**config.mk**
```make
export PLATFORM = sky130hd
export DESIGN_NAME = ysyx_25030093_lsu_flat
export DESIGN_NICKNAME = d
export VERILOG_FILES = /design/src/rtl/ysyx_25030093_lsu_if.sv /design/src/rtl/ysyx_25030093_lsu.sv /design/src/flat_wrapper.sv
export SDC_FILE = /design/constraint.sdc
export NUM_CORES = 1
export LEC_CHECK = 0
export ABC_AREA = 0
export CAP_MARGIN = 20
export CORE_UTILIZATION = 40
export CTS_CLUSTER_SIZE = 8
export DETAILED_ROUTE_END_ITERATION = 7
export PLACE_DENSITY_LB_ADDON = 0.1
export SKIP_CTS_REPAIR_TIMING = 1
export SYNTH_ARGS = -nofsm -noshare
export SYNTH_HDL_FRONTEND = slang
export SYNTH_SLANG_ARGS = --single-unit
```
**constraint.sdc**
```tcl
create_clock -name clk -period 6.8 [get_ports clk]
set_input_delay 1.36 -clock clk [delete_from_list [all_inputs] [get_ports clk]]
set_output_delay 1.36 -clock clk [all_outputs]
set_load 0.01 [all_outputs]
```
**src/rtl/ysyx_25030093_lsu_if.sv**
```systemverilog
// EXU/WBU handshake and word-wide memory bus of the load/store unit.
// slave is the LSU's own view, master is the surrounding pipeline/bus view.
interface ysyx_25030093_lsu_if;
  logic        in_valid;
  logic        in_ready;
  logic [4:0]  in_op;
  logic [31:0] in_addr;
  logic [31:0] in_wdata;
  logic [31:0] in_rd_data;

  logic        out_valid;
  logic        out_ready;
  logic [31:0] out_data;
  logic        out_err;

  logic        mem_req;
  logic        mem_we;
  logic [31:0] mem_addr;
  logic [31:0] mem_wdata;
  logic [3:0]  mem_wstrb;
  logic        mem_gnt;
  logic        mem_rvalid;
  logic [31:0] mem_rdata;

  modport slave (
    input  in_valid, in_op, in_addr, in_wdata, in_rd_data,
    input  out_ready, mem_gnt, mem_rvalid, mem_rdata,
    output in_ready, out_valid, out_data, out_err,
    output mem_req, mem_we, mem_addr, mem_wdata, mem_wstrb
  );

  modport master (
    output in_valid, in_op, in_addr, in_wdata, in_rd_data,
    output out_ready, mem_gnt, mem_rvalid, mem_rdata,
    input  in_ready, out_valid, out_data, out_err,
    input  mem_req, mem_we, mem_addr, mem_wdata, mem_wstrb
  );
endinterface

```
**src/rtl/ysyx_25030093_lsu.sv**
```systemverilog
// Multi-cycle load/store unit: one op per handshake, at most one bus access,
// registered result with alignment/extension and fault flag for WBU.
module ysyx_25030093_lsu #(
  parameter int unsigned TIMEOUT = 255
) (
  input logic                  clk,
  input logic                  rst,
  ysyx_25030093_lsu_if.slave   bus
);

  typedef enum logic [1:0] {S_IDLE, S_REQ, S_WAIT, S_DONE} state_t;

  localparam logic [31:0] TO = 32'(TIMEOUT);

  state_t      r_state, w_next;
  logic [4:0]  r_op;
  logic [1:0]  r_lane;
  logic [31:0] r_rd_data;
  logic [31:0] r_cnt;
  logic        r_out_valid, r_out_err;
  logic [31:0] r_out_data;
  logic        r_mem_req, r_mem_we;
  logic [31:0] r_mem_addr, r_mem_wdata;
  logic [3:0]  r_mem_wstrb;

  logic        w_pass, w_store, w_illegal, w_timeout;

  function automatic logic is_illegal(input logic [4:0] op, input logic [1:0] a);
    logic [2:0] f;
    logic       ill;
    f   = op[2:0];
    ill = 1'b0;
    if (op[4:3] == 2'b01)
      ill = (f == 3'd3) || (f == 3'd6) || (f == 3'd7);
    else if (op[4:3] == 2'b10)
      ill = (f >= 3'd3);
    if (op[4] != op[3])
      ill = ill || ((f[1:0] == 2'b01) && a[0]) || ((f[1:0] == 2'b10) && (a != 2'b00));
    return ill;
  endfunction

  function automatic logic [31:0] load_extract(input logic [2:0] f, input logic [1:0] lane,
                                               input logic [31:0] rdata);
    logic signed [7:0]  b;
    logic signed [15:0] h;
    logic [31:0]        res;
    b = rdata[{lane, 3'b000} +: 8];
    h = lane[1] ? rdata[31:16] : rdata[15:0];
    case (f)
      3'd0:    res = 32'(b);
      3'd4:    res = {24'b0, b};
      3'd1:    res = 32'(h);
      3'd5:    res = {16'b0, h};
      default: res = rdata;
    endcase
    return res;
  endfunction

  function automatic logic [3:0] store_strb(input logic [1:0] sz, input logic [1:0] lane);
    logic [3:0] s;
    case (sz)
      2'b00:   s = 4'b0001 << lane;
      2'b01:   s = 4'b0011 << lane;
      default: s = 4'b1111;
    endcase
    return s;
  endfunction

  function automatic logic [31:0] store_data(input logic [1:0] sz, input logic [31:0] wd);
    logic [31:0] d;
    case (sz)
      2'b00:   d = {4{wd[7:0]}};
      2'b01:   d = {2{wd[15:0]}};
      default: d = wd;
    endcase
    return d;
  endfunction

  assign w_pass    = (bus.in_op[4] == bus.in_op[3]);
  assign w_store   = (bus.in_op[4:3] == 2'b10);
  assign w_illegal = is_illegal(bus.in_op, bus.in_addr[1:0]);
  // Timeout takes priority over a grant/response arriving in the final cycle.
  assign w_timeout = (TO != 32'd0) && (r_cnt + 32'd1 == TO);

  always_ff @(posedge clk or posedge rst) begin
    if (rst) r_state <= S_IDLE;
    else     r_state <= w_next;
  end

  always_comb begin
    w_next = r_state;
    case (r_state)
      S_IDLE: if (bus.in_valid) w_next = (w_pass || w_illegal) ? S_DONE : S_REQ;
      S_REQ:  if (w_timeout) w_next = S_DONE; else if (bus.mem_gnt) w_next = S_WAIT;
      S_WAIT: if (w_timeout || bus.mem_rvalid) w_next = S_DONE;
      S_DONE: if (bus.out_ready) w_next = S_IDLE;
      default: w_next = S_IDLE;
    endcase
  end

  always_ff @(posedge clk or posedge rst) begin
    if (rst) begin
      r_op        <= '0;
      r_lane      <= '0;
      r_rd_data   <= '0;
      r_cnt       <= '0;
      r_out_valid <= 1'b0;
      r_out_err   <= 1'b0;
      r_out_data  <= '0;
      r_mem_req   <= 1'b0;
      r_mem_we    <= 1'b0;
      r_mem_addr  <= '0;
      r_mem_wdata <= '0;
      r_mem_wstrb <= '0;
    end else begin
      case (r_state)
        S_IDLE: if (bus.in_valid) begin
          r_op      <= bus.in_op;
          r_lane    <= bus.in_addr[1:0];
          r_rd_data <= bus.in_rd_data;
          r_cnt     <= '0;
          if (w_pass) begin
            r_out_valid <= 1'b1;
            r_out_err   <= 1'b0;
            r_out_data  <= bus.in_rd_data;
          end else if (w_illegal) begin
            r_out_valid <= 1'b1;
            r_out_err   <= 1'b1;
            r_out_data  <= '0;
          end else begin
            r_mem_req   <= 1'b1;
            r_mem_we    <= w_store;
            r_mem_addr  <= {bus.in_addr[31:2], 2'b00};
            r_mem_wstrb <= w_store ? store_strb(bus.in_op[1:0], bus.in_addr[1:0]) : 4'b0000;
            r_mem_wdata <= w_store ? store_data(bus.in_op[1:0], bus.in_wdata) : 32'd0;
          end
        end
        S_REQ: begin
          r_cnt <= r_cnt + 32'd1;
          if (w_timeout) begin
            r_mem_req   <= 1'b0;
            r_out_valid <= 1'b1;
            r_out_err   <= 1'b1;
            r_out_data  <= '0;
          end else if (bus.mem_gnt) begin
            r_mem_req <= 1'b0;
          end
        end
        S_WAIT: begin
          r_cnt <= r_cnt + 32'd1;
          if (w_timeout) begin
            r_out_valid <= 1'b1;
            r_out_err   <= 1'b1;
            r_out_data  <= '0;
          end else if (bus.mem_rvalid) begin
            r_out_valid <= 1'b1;
            r_out_err   <= 1'b0;
            r_out_data  <= (r_op[4:3] == 2'b10) ? r_rd_data
                                                : load_extract(r_op[2:0], r_lane, bus.mem_rdata);
          end
        end
        S_DONE: if (bus.out_ready) r_out_valid <= 1'b0;
        default: ;
      endcase
    end
  end

  assign bus.in_ready  = (r_state == S_IDLE);
  assign bus.out_valid = r_out_valid;
  assign bus.out_err   = r_out_err;
  assign bus.out_data  = r_out_data;
  assign bus.mem_req   = r_mem_req;
  assign bus.mem_we    = r_mem_we;
  assign bus.mem_addr  = r_mem_addr;
  assign bus.mem_wdata = r_mem_wdata;
  assign bus.mem_wstrb = r_mem_wstrb;

endmodule
```
**src/flat_wrapper.sv**
```systemverilog
// flat-port wrapper written by rule: the top's interface ports become plain ports
module ysyx_25030093_lsu_flat 
#(
  parameter int unsigned TIMEOUT = 255
)
  (clk, rst, bus_in_valid, bus_in_op, bus_in_addr, bus_in_wdata, bus_in_rd_data, bus_out_ready, bus_mem_gnt, bus_mem_rvalid, bus_mem_rdata, bus_in_ready, bus_out_valid, bus_out_data, bus_out_err, bus_mem_req, bus_mem_we, bus_mem_addr, bus_mem_wdata, bus_mem_wstrb);
  ysyx_25030093_lsu_if bus_i ();
  input logic clk;
  input logic rst;
  input wire logic [$bits(bus_i.in_valid)-1:0] bus_in_valid;
  input wire logic [$bits(bus_i.in_op)-1:0] bus_in_op;
  input wire logic [$bits(bus_i.in_addr)-1:0] bus_in_addr;
  input wire logic [$bits(bus_i.in_wdata)-1:0] bus_in_wdata;
  input wire logic [$bits(bus_i.in_rd_data)-1:0] bus_in_rd_data;
  input wire logic [$bits(bus_i.out_ready)-1:0] bus_out_ready;
  input wire logic [$bits(bus_i.mem_gnt)-1:0] bus_mem_gnt;
  input wire logic [$bits(bus_i.mem_rvalid)-1:0] bus_mem_rvalid;
  input wire logic [$bits(bus_i.mem_rdata)-1:0] bus_mem_rdata;
  output wire logic [$bits(bus_i.in_ready)-1:0] bus_in_ready;
  output wire logic [$bits(bus_i.out_valid)-1:0] bus_out_valid;
  output wire logic [$bits(bus_i.out_data)-1:0] bus_out_data;
  output wire logic [$bits(bus_i.out_err)-1:0] bus_out_err;
  output wire logic [$bits(bus_i.mem_req)-1:0] bus_mem_req;
  output wire logic [$bits(bus_i.mem_we)-1:0] bus_mem_we;
  output wire logic [$bits(bus_i.mem_addr)-1:0] bus_mem_addr;
  output wire logic [$bits(bus_i.mem_wdata)-1:0] bus_mem_wdata;
  output wire logic [$bits(bus_i.mem_wstrb)-1:0] bus_mem_wstrb;
  assign bus_i.in_valid = bus_in_valid;
  assign bus_i.in_op = bus_in_op;
  assign bus_i.in_addr = bus_in_addr;
  assign bus_i.in_wdata = bus_in_wdata;
  assign bus_i.in_rd_data = bus_in_rd_data;
  assign bus_i.out_ready = bus_out_ready;
  assign bus_i.mem_gnt = bus_mem_gnt;
  assign bus_i.mem_rvalid = bus_mem_rvalid;
  assign bus_i.mem_rdata = bus_mem_rdata;
  assign bus_in_ready = bus_i.in_ready;
  assign bus_out_valid = bus_i.out_valid;
  assign bus_out_data = bus_i.out_data;
  assign bus_out_err = bus_i.out_err;
  assign bus_mem_req = bus_i.mem_req;
  assign bus_mem_we = bus_i.mem_we;
  assign bus_mem_addr = bus_i.mem_addr;
  assign bus_mem_wdata = bus_i.mem_wdata;
  assign bus_mem_wstrb = bus_i.mem_wstrb;
  ysyx_25030093_lsu #(.TIMEOUT(TIMEOUT)) u_core (.clk(clk), .rst(rst), .bus(bus_i));
endmodule
```
==> out/metrics.csv <==
stage,metric,value,unit
synthesis,logic_family,multiplexers,
floorplanning,core,24300,um2
routing,dr.max_layer_used,met4,
routing,via_count,8450,
flow_run,cap_violations,0,
synthesis,synth-edff-count,0,
sta,rsz0062_at_grt,false,
finish,area_growth,31.9,%
setup_path,endpoint,u_core.bus.mem_addr[7],
grt,grt_overflow,0,
sta,timing.final.crit_period,4.54,ns
clocking,root_buffer,clkbuf_16,
placed_design,port_buffers,241,
synthesis,synth_warnings,0,
power_and_ir_drop,comb_power,2370,uW
worst_hold_path,hold_path_class,reg -> reg,
synthesis,yosys-top-cells-area,"dfrtp_1 44%, mux2_2 11%, nand2_1 6.5%, o21ai_0 4.9%, mux2_1 3.3%",
power_and_ir_drop,seq_power,1730,uW
synthesis,yosys_area,9920,um2
status,status,"complete, no violations",
sta,hold_viol,0,
worst_hold_path,hold-path-endpoint,u_core.bus.mem_wdata[27],
power_and_ir_drop,p_sw_share,39.0,%
clocking,ctsLongestPathBuffers,2,
power_and_ir_drop,power.switching,1980,uW
clocking,htree_levels,4,
setup_path,rr_startpoint,u_core.r_cnt[0],
power_and_ir_drop,power_frac_clock,19.2,%
power_and_ir_drop,power_density,388,nW/um2
routing,wl_met3,2300,um
sta,setup_viol,0,
setup_path,crit_path_max_incr_delay,0.95,ns
routing,dr_wl_met2,12900,um
synthesis,most_common_cell,dfrtp_1,
clocking,cts_tree,yes,
finish,layout.nets,1383,
synthesis,synthSimpleGateAreaFrac,15.4,%
synthesis,top_area_cell,dfrtp_1,
setup_path,crit_slowest_cell,clkdlybuf4s50_1,
synthesis,postSynthCellCount,1042,
sta,setup_tns,0,ns
floorplanning,rows,57,
power_and_ir_drop,ir_worst_vdd,0.228,mV
grt,antenna_found_initial,1,
grt,grt_max_degree,105,
synthesis,synthXorXnorAreaFrac,1.32,%
sta,fmax,0.220,GHz
grt,grt_pass1_vias,8303,
routing,drtPass1Iterations,5,
-- layout by cell type, fill, tap and decap left out, types with 12 or more instances in the layout --
cell type	instances
buf_4	13
mux2i_1	23
clkbuf_16	17
nor3_1	21
clkdlybuf4s50_1	241
nand3_1	20
xnor2_1	12
o31ai_1	30
nand2_1	170
nor2_1	38
inv_1	37
a21oi_1	51
mux2_1	29
dfrtp_1	175
mux2_2	94
o21ai_0	98
a22o_1	18
nand4_1	16
-- flip-flops by register name (all words and copies together), names as in the netlist --
signal,cells
u_core.r_rd_data,32
u_core.r_lane,2
u_core.r_cnt,32
u_core.bus.mem_wstrb,4
u_core.bus.mem_we,1
u_core.bus.mem_wdata,32
u_core.r_state,2
u_core.bus.out_err,1
u_core.r_op,5
u_core.bus.out_valid,1
u_core.bus.mem_req,1
u_core.bus.mem_addr,30
u_core.bus.out_data,32
-- tightest hold or removal path, delay by kind of cell (launching register included) --
family,cells,cell delay [ns]
flops,1,0.34
simple gates,1,0.04
compound gates,1,0.06
-- layout make-up --
type,count,area [um2]
multi-input combinational,747,5030
fill,2271,11200
clock buffer,18,439
antenna,1,2.50
timing repair buffer,256,2540
inverter,38,148
clock inverter,14,145
tap,324,405
sequential,175,4380
-- through the flow --
| stage | instance area, um2 | cells | hold slack, ns | setup WS, ns | util (%) |
|---|---|---|---|---|---|
| 4_1_cts | 13100 | 1572 | 0.489 | 2.32 | 53.8 |
| 5_1_grt | 13100 | 1573 | 0.505 | 1.99 | 53.8 |
| 2_1_floorplan | 9920 | 1043 | 0.463 | 0.695 | - |
| 3_3_place_gp | 12500 | 1538 | 0.460 | 1.95 | 51.3 |
| 6_report | 13100 | 1573 | 0.480 | 2.26 | 53.8 |
| 3_5_place_dp | 12500 | 1540 | 0.470 | 1.86 | 51.4 |
Fig. 1: clock nets
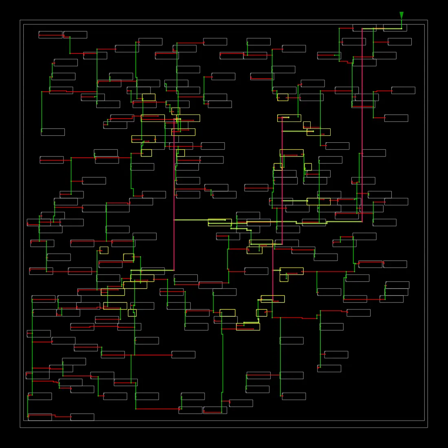
CLK BUF: 18
clk_skew: 0.0152 ns
clock-net power: 976 uW
# clock sinks: 175
CTS Buf Count: 17

Fig. 2: cell density map
Bar = 50 um. The die is cut into 16 by 16 equal tiles; dark purple is low, yellow is high, 0 to 100% covered.
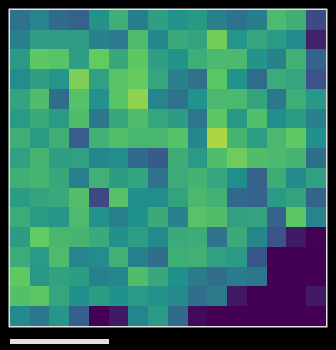
The mean over all tiles is 50%. The fullest tile reaches 87%. The emptiest ninth of the die: bottom right. 3.5% of the tiles are over 75% full. 6.6% of the tiles are nearly empty.

Power and IR drop assume default switching activity.
